**Wiring by layer**

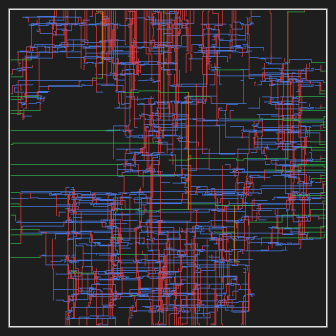
**Clock network drawn from the DEF**

Scale bar: 50 µm.
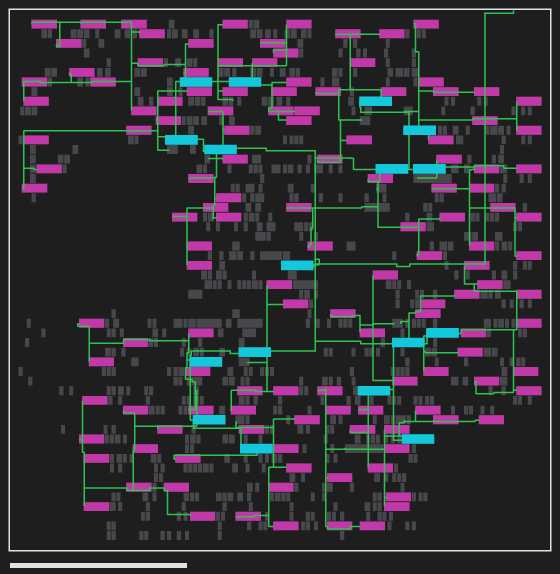
**Routing congestion map**

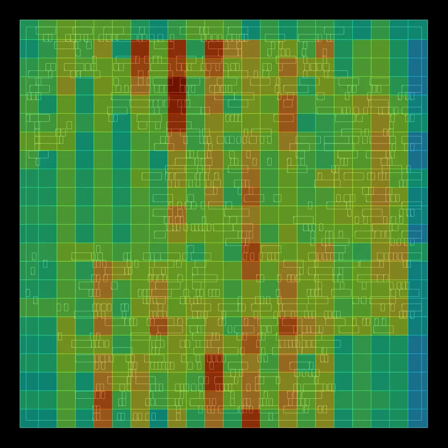
$ cat src/rtl/rv_sram_ctrl_pkg.sv
// rv_sram_ctrl_pkg: shared types and constants for the 32-bit bus to 16-bit async SRAM bridge.
//   sram_state_e : controller FSM states
//   SRAM_DW      : SRAM data width
//   half_sel()   : picks the low or high 16-bit half of a 32-bit word
package rv_sram_ctrl_pkg;

   localparam int unsigned SRAM_DW = 16;

   typedef enum logic [2:0] {
      IDLE,
      SETUP,
      PULSE,
      HOLD,
      RESP
   } sram_state_e;

   function automatic logic [SRAM_DW-1:0] half_sel(logic [31:0] word, logic hi);
      return hi ? word[31:16] : word[15:0];
   endfunction

endpackage

$ cat src/rtl/rv_sram_ctrl_if.sv
// rv_sram_ctrl_if: SoC-side req/gnt/rvalid data bus.
//   req, we, addr, wdata, be : request from the bus master
//   gnt, rvalid, rdata       : grant, completion pulse and read data from the slave
interface rv_sram_ctrl_if;

   logic        req;
   logic        we;
   logic [31:0] addr;
   logic [31:0] wdata;
   logic [3:0]  be;
   logic        gnt;
   logic        rvalid;
   logic [31:0] rdata;

   modport master (
      output req, we, addr, wdata, be,
      input  gnt, rvalid, rdata
   );

   modport slave (
      input  req, we, addr, wdata, be,
      output gnt, rvalid, rdata
   );

endinterface

$ cat src/rtl/rv_sram_ctrl.sv
// rv_sram_ctrl: bridges the 32-bit req/gnt/rvalid bus to a 16-bit asynchronous SRAM.
// Each word is accessed as two half-word phases (low half first), each phase being
// SETUP (1 cycle), PULSE (WAIT_CYCLES cycles, OE_N or WE_N low), HOLD (1 cycle).
// Write halves with no byte enables are skipped; a write with be = 0 completes at once.
// Ports:
//   clk_i, arstn_i     : clock, synchronous active-low reset
//   bus                : slave side of rv_sram_ctrl_if (req/we/addr/wdata/be, gnt/rvalid/rdata)
//   sram_data_i        : SRAM_DQ input
//   sram_addr_o        : half-word address {addr[SRAM_AW:2], half}
//   sram_data_o        : SRAM_DQ drive value
//   sram_*_n_o         : active-low SRAM strobes, all registered
module rv_sram_ctrl
   import rv_sram_ctrl_pkg::*;
#(
   parameter int unsigned SRAM_AW     = 20,
   parameter int unsigned WAIT_CYCLES = 1
) (
   input  logic               clk_i,
   input  logic               arstn_i,
   rv_sram_ctrl_if.slave      bus,
   input  logic [SRAM_DW-1:0] sram_data_i,
   output logic [SRAM_AW-1:0] sram_addr_o,
   output logic [SRAM_DW-1:0] sram_data_o,
   output logic               sram_ce_n_o,
   output logic               sram_oe_n_o,
   output logic               sram_we_n_o,
   output logic               sram_ub_n_o,
   output logic               sram_lb_n_o
);

   localparam int unsigned CntW = (WAIT_CYCLES > 1) ? $clog2(WAIT_CYCLES) : 1;
   localparam logic [CntW-1:0] CntLast = CntW'(WAIT_CYCLES - 1);

   sram_state_e        state_q, state_d;
   logic               half_q, half_d;
   logic [CntW-1:0]    cnt_q, cnt_d;
   logic [SRAM_AW-2:0] waddr_q, waddr_d;
   logic               we_q, we_d;
   logic [31:0]        wdata_q, wdata_d;
   logic [3:0]         be_q, be_d;
   logic [31:0]        rdata_q, rdata_d;

   logic [SRAM_AW-1:0] saddr_q, saddr_d;
   logic [SRAM_DW-1:0] sdata_q, sdata_d;
   logic               ce_n_q, ce_n_d;
   logic               oe_n_q, oe_n_d;
   logic               we_n_q, we_n_d;
   logic               ub_n_q, ub_n_d;
   logic               lb_n_q, lb_n_d;

   logic               active;
   logic [1:0]         lane;

   // Address bits outside [SRAM_AW:2] are intentionally ignored.
   logic unused_addr;
   assign unused_addr = ^{bus.addr[31:SRAM_AW+1], bus.addr[1:0]};

   always_comb begin
      state_d = state_q;
      half_d  = half_q;
      cnt_d   = cnt_q;
      waddr_d = waddr_q;
      we_d    = we_q;
      wdata_d = wdata_q;
      be_d    = be_q;
      rdata_d = rdata_q;
      unique case (state_q)
         IDLE: begin
            if (bus.req) begin
               waddr_d = bus.addr[SRAM_AW:2];
               we_d    = bus.we;
               wdata_d = bus.wdata;
               be_d    = bus.be;
               half_d  = 1'b0;
               if (bus.we && (bus.be == 4'b0000)) begin
                  state_d = RESP;
               end else begin
                  state_d = SETUP;
                  // Skip straight to the high half when no low byte is enabled.
                  half_d  = bus.we && (bus.be[1:0] == 2'b00);
               end
            end
         end
         SETUP: begin
            state_d = PULSE;
            cnt_d   = '0;
         end
         PULSE: begin
            if (cnt_q == CntLast) begin
               state_d = HOLD;
               if (!we_q) begin
                  if (half_q) begin
                     rdata_d[31:16] = sram_data_i;
                  end else begin
                     rdata_d[15:0] = sram_data_i;
                  end
               end
            end else begin
               cnt_d = cnt_q + 1'b1;
            end
         end
         HOLD: begin
            if (!half_q && (!we_q || (be_q[3:2] != 2'b00))) begin
               state_d = SETUP;
               half_d  = 1'b1;
            end else begin
               state_d = RESP;
            end
         end
         RESP: begin
            state_d = IDLE;
         end
         default: begin
            state_d = IDLE;
         end
      endcase
   end

   // Pin values are derived from the next state and registered, so the pins
   // line up with state_q and never glitch.
   always_comb begin
      active  = (state_d == SETUP) || (state_d == PULSE) || (state_d == HOLD);
      lane    = half_d ? be_d[3:2] : be_d[1:0];
      ce_n_d  = !active;
      oe_n_d  = !((state_d == PULSE) && !we_d);
      we_n_d  = !((state_d == PULSE) && we_d);
      lb_n_d  = 1'b1;
      ub_n_d  = 1'b1;
      saddr_d = saddr_q;
      sdata_d = sdata_q;
      if (active) begin
         lb_n_d  = we_d ? !lane[0] : 1'b0;
         ub_n_d  = we_d ? !lane[1] : 1'b0;
         saddr_d = {waddr_d, half_d};
         if (we_d) begin
            sdata_d = half_sel(wdata_d, half_d);
         end
      end
   end

   always_ff @(posedge clk_i) begin
      if (!arstn_i) begin
         state_q <= IDLE;
         half_q  <= 1'b0;
         cnt_q   <= '0;
         waddr_q <= '0;
         we_q    <= 1'b0;
         wdata_q <= '0;
         be_q    <= '0;
         rdata_q <= '0;
         saddr_q <= '0;
         sdata_q <= '0;
         ce_n_q  <= 1'b1;
         oe_n_q  <= 1'b1;
         we_n_q  <= 1'b1;
         ub_n_q  <= 1'b1;
         lb_n_q  <= 1'b1;
      end else begin
         state_q <= state_d;
         half_q  <= half_d;
         cnt_q   <= cnt_d;
         waddr_q <= waddr_d;
         we_q    <= we_d;
         wdata_q <= wdata_d;
         be_q    <= be_d;
         rdata_q <= rdata_d;
         saddr_q <= saddr_d;
         sdata_q <= sdata_d;
         ce_n_q  <= ce_n_d;
         oe_n_q  <= oe_n_d;
         we_n_q  <= we_n_d;
         ub_n_q  <= ub_n_d;
         lb_n_q  <= lb_n_d;
      end
   end

   assign bus.gnt     = (state_q == IDLE);
   assign bus.rvalid  = (state_q == RESP);
   assign bus.rdata   = rdata_q;
   assign sram_addr_o = saddr_q;
   assign sram_data_o = sdata_q;
   assign sram_ce_n_o = ce_n_q;
   assign sram_oe_n_o = oe_n_q;
   assign sram_we_n_o = we_n_q;
   assign sram_ub_n_o = ub_n_q;
   assign sram_lb_n_o = lb_n_q;

endmodule

$ cat src/flat_wrapper.sv
// flat-port wrapper written by rule: the top's interface ports become plain ports
module rv_sram_ctrl_flat import rv_sram_ctrl_pkg::*;
#(
   parameter int unsigned SRAM_AW     = 20,
   parameter int unsigned WAIT_CYCLES = 1
)
  (clk_i, arstn_i, sram_data_i, sram_addr_o, sram_data_o, sram_ce_n_o, sram_oe_n_o, sram_we_n_o, sram_ub_n_o, sram_lb_n_o, bus_req, bus_we, bus_addr, bus_wdata, bus_be, bus_gnt, bus_rvalid, bus_rdata);
  rv_sram_ctrl_if bus_i ();
  input  logic clk_i;
  input  logic arstn_i;
  input  logic [SRAM_DW-1:0] sram_data_i;
  output logic [SRAM_AW-1:0] sram_addr_o;
  output logic [SRAM_DW-1:0] sram_data_o;
  output logic sram_ce_n_o;
  output logic sram_oe_n_o;
  output logic sram_we_n_o;
  output logic sram_ub_n_o;
  output logic sram_lb_n_o;
  input wire logic [$bits(bus_i.req)-1:0] bus_req;
  input wire logic [$bits(bus_i.we)-1:0] bus_we;
  input wire logic [$bits(bus_i.addr)-1:0] bus_addr;
  input wire logic [$bits(bus_i.wdata)-1:0] bus_wdata;
  input wire logic [$bits(bus_i.be)-1:0] bus_be;
  output wire logic [$bits(bus_i.gnt)-1:0] bus_gnt;
  output wire logic [$bits(bus_i.rvalid)-1:0] bus_rvalid;
  output wire logic [$bits(bus_i.rdata)-1:0] bus_rdata;
  assign bus_i.req = bus_req;
  assign bus_i.we = bus_we;
  assign bus_i.addr = bus_addr;
  assign bus_i.wdata = bus_wdata;
  assign bus_i.be = bus_be;
  assign bus_gnt = bus_i.gnt;
  assign bus_rvalid = bus_i.rvalid;
  assign bus_rdata = bus_i.rdata;
  rv_sram_ctrl #(.SRAM_AW(SRAM_AW), .WAIT_CYCLES(WAIT_CYCLES)) u_core (.clk_i(clk_i), .arstn_i(arstn_i), .bus(bus_i), .sram_data_i(sram_data_i), .sram_addr_o(sram_addr_o), .sram_data_o(sram_data_o), .sram_ce_n_o(sram_ce_n_o), .sram_oe_n_o(sram_oe_n_o), .sram_we_n_o(sram_we_n_o), .sram_ub_n_o(sram_ub_n_o), .sram_lb_n_o(sram_lb_n_o));
endmodule
$ cat config.mk
export PLATFORM = sky130hd
export DESIGN_NAME = rv_sram_ctrl_flat
export DESIGN_NICKNAME = d
export VERILOG_FILES = /design/src/rtl/rv_sram_ctrl_pkg.sv /design/src/rtl/rv_sram_ctrl_if.sv /design/src/rtl/rv_sram_ctrl.sv /design/src/flat_wrapper.sv
export SDC_FILE = /design/constraint.sdc
export NUM_CORES = 1
export LEC_CHECK = 0
export ABC_AREA = 1
export CORE_MARGIN = 2
export CORE_UTILIZATION = 25
export DETAILED_ROUTE_END_ITERATION = 16
export DONT_BUFFER_PORTS = 1
export GPL_ROUTABILITY_DRIVEN = 0
export GPL_TIMING_DRIVEN = 1
export PLACE_DENSITY = 0.4
export SYNTH_ARGS = -nofsm -noshare
export SYNTH_HDL_FRONTEND = slang
export SYNTH_SLANG_ARGS = --single-unit
$ cat constraint.sdc
create_clock -name clk_i -period 2.42 [get_ports clk_i]
set_clock_uncertainty 0.05 [all_clocks]
set_input_delay 0.484 -clock clk_i [delete_from_list [all_inputs] [get_ports clk_i]]
set_output_delay 0.484 -clock clk_i [all_outputs]
set_load 0.005 [all_outputs]
==> results.txt <==
run results: pre-CTS setup slack roughly 290 ps, DP Cell Count just over 1000, min-delay worst type in -> reg, Setup crit start kind flop, Non-Filler Instances approximately 1100, worst vdd ir roughly 0.33 mV, first drt pass iteration count 4, Resized Gates After CTS 0, Final Hold Viols 0, Max Cap Violations 0, CP Depth 10, CTS Hold Bufs 0, H-tree levels 4, first-pass GRT wire length 24.2 mm, Port Buffer Count 0, drt total wl approximately 15 mm, cell count in the Yosys report 793, vias in the first global route 4321, cells after synthesis slightly below 800, I/O pin count about 160, Top cells excl fill/tap 267 x nand2_1, 133 x dfxtp_1, 103 x nor2_1, DR iter-0 viols about 190, Chip Area, Yosys between 0.005 and 0.006 mm², Worst Hold Endpoint u_core.sram_oe_n_o, site row count between 50 and 60, WP data required between 2000 and 3000 ps, Unique cell types 29, grt total ovfl 0, DR WL/cell about 14 µm, Post-route DRC 0, CP startpoint u_core.state_q[0], register area share after synthesis around half, worst slew pin tran 352 ps, worst setup path endpoint u_core.sram_lb_n_o, R2R setup slack between 300 and 400 ps, PnR worst setup slack about 330 ps, Worst path max stage delay 350 ps, clock tree sinks 133, CTS tree yes, floorplan net count between 800 and 900, fp_density roughly 25%, final instance area between 0.006 and 0.007 mm², Tool Warnings 39, Final #Nets around 870, CTS max path bufs 2, fin crit share a little under nine tenths, outcome finished, final reports clean, chip width roughly 150 µm, area grow syn2layout 15.1%, Final min period roughly 2100 ps, crit-path leading delay family simple AND/OR/NAND/NOR gates, Final Core Density between 20% and 30%, RSZ-0062 raised after global routing false, FMAX 478 MHz, worst-path maximum fanout 19, Antenna Nets Post-Route 0, via count 4481, Avg Cell Area, Syn a little under 7 µm², Commonest Layout Cell nand2_1, Slew Viols, Final 0, worst reg-to-reg path cell count 10, Critical Path, Cell by Cell nor2_2 -> nand2_4 -> inv_4 -> nand2_2 -> nand2_2 -> nand2_4 -> inv_1 -> nand2_1 -> nand3_1 -> nand2_1, antenna violations before repair 1, Ys Warns 0, post-route setup TNS 0 ps, Reg-to-Reg End u_core.sram_lb_n_o, die area roughly 0.023 mm²
-- 'wiring by layer' (at the start) --
legend:
  orange:
    layer: met4
    wire_length: 243 µm
  green:
    layer: met3
    wire_length: 997 µm
  blue:
    layer: met1
    wire_length: 7210 µm
  red:
    layer: met2
    wire_length: 6630 µm

-- 'clock network drawn from the DEF' (at the start) --
legend:
  green:
    item: clock wires
    length: 2010 µm
  cyan:
    item: cells driving clock nets
    count: 17
  magenta:
    item: flip-flops
    count: 133
flops lie: all over the die
routed clock nets: 18
clock power share: 39.5%
clk ins delay skew pair: 420 ps
Clk power: 2.57 mW

-- 'routing congestion map' (at the start) --
gr busiest metal: met2
Total GRT Usage: 13.3%
met1 GRT Util: 17.1%
met2 demand-to-capacity share in global routing: 20.1%

[cell usage after synthesis, drive strengths merged]
cell type	instances	area share, %
a21oi	66	6.0
a31oi	1	0.11
buf	22	2.2
clkbuf	21	1.5
clkinv	1	0.068
dfxtp	133	48
inv	68	4.7
nand2	272	19
nand3	26	2.6
nand4	1	0.11
nor2	105	7.5
nor3	1	0.091
nor3b	1	0.14
o21a	4	0.55
o21ai	52	4.8
or2	19	2.2
[where the power goes]
| group | switching, mW | total, mW | internal [mW] |
|---|---|---|---|
| registers | 0.193 | 2.70 | 2.51 |
| logic | 0.795 | 1.23 | 0.439 |
| clock network | 1.04 | 2.57 | 1.53 |
| total | 2.03 | 6.51 | 4.48 |
[logic make-up after synthesis]
family,after synthesis,synth area share [%]
and+or+nand+nor,425,31.6
DFF,133,48.5
buffers and inverters,112,8.41
AOI/OAI and AO/OA,123,11.5
[layer usage]
layer / share of wire, % / wire length (µm) / track usage [%]
met1: 48 / 7210 / 17.1
met2: 44 / 6630 / 20.1
met3: 6.6 / 997 / 5.46
met4: 1.6 / 243 / 4.81
met5: 0 / 0 / 0
[final cells by class]
class / instances / area [µm²]
antenna: 1 / 2.50
clock buffer: 18 / 429
clock inverter: 14 / 151
fill: 2389 / 15400
inverter: 69 / 262
multi-input combinational: 548 / 2370
sequential: 133 / 2660
tap: 280 / 350
timing repair buffer: 8 / 97.6
[registers in the layout, summed over array words and instances, names as in the netlist]
signal              count
u_core.sram_ub_n_o      1
u_core.sram_we_n_o      1
u_core.sram_addr_o     20
u_core.bus.rdata       32
u_core.half_q           1
u_core.wdata_q         32
u_core.sram_ce_n_o      1
u_core.sram_oe_n_o      1
u_core.state_q          3
u_core.we_q             1
u_core.waddr_q         19
u_core.sram_lb_n_o      1
u_core.sram_data_o     16
u_core.be_q             4
Power figures rest on the tool's default switching activity, not on a simulated workload.
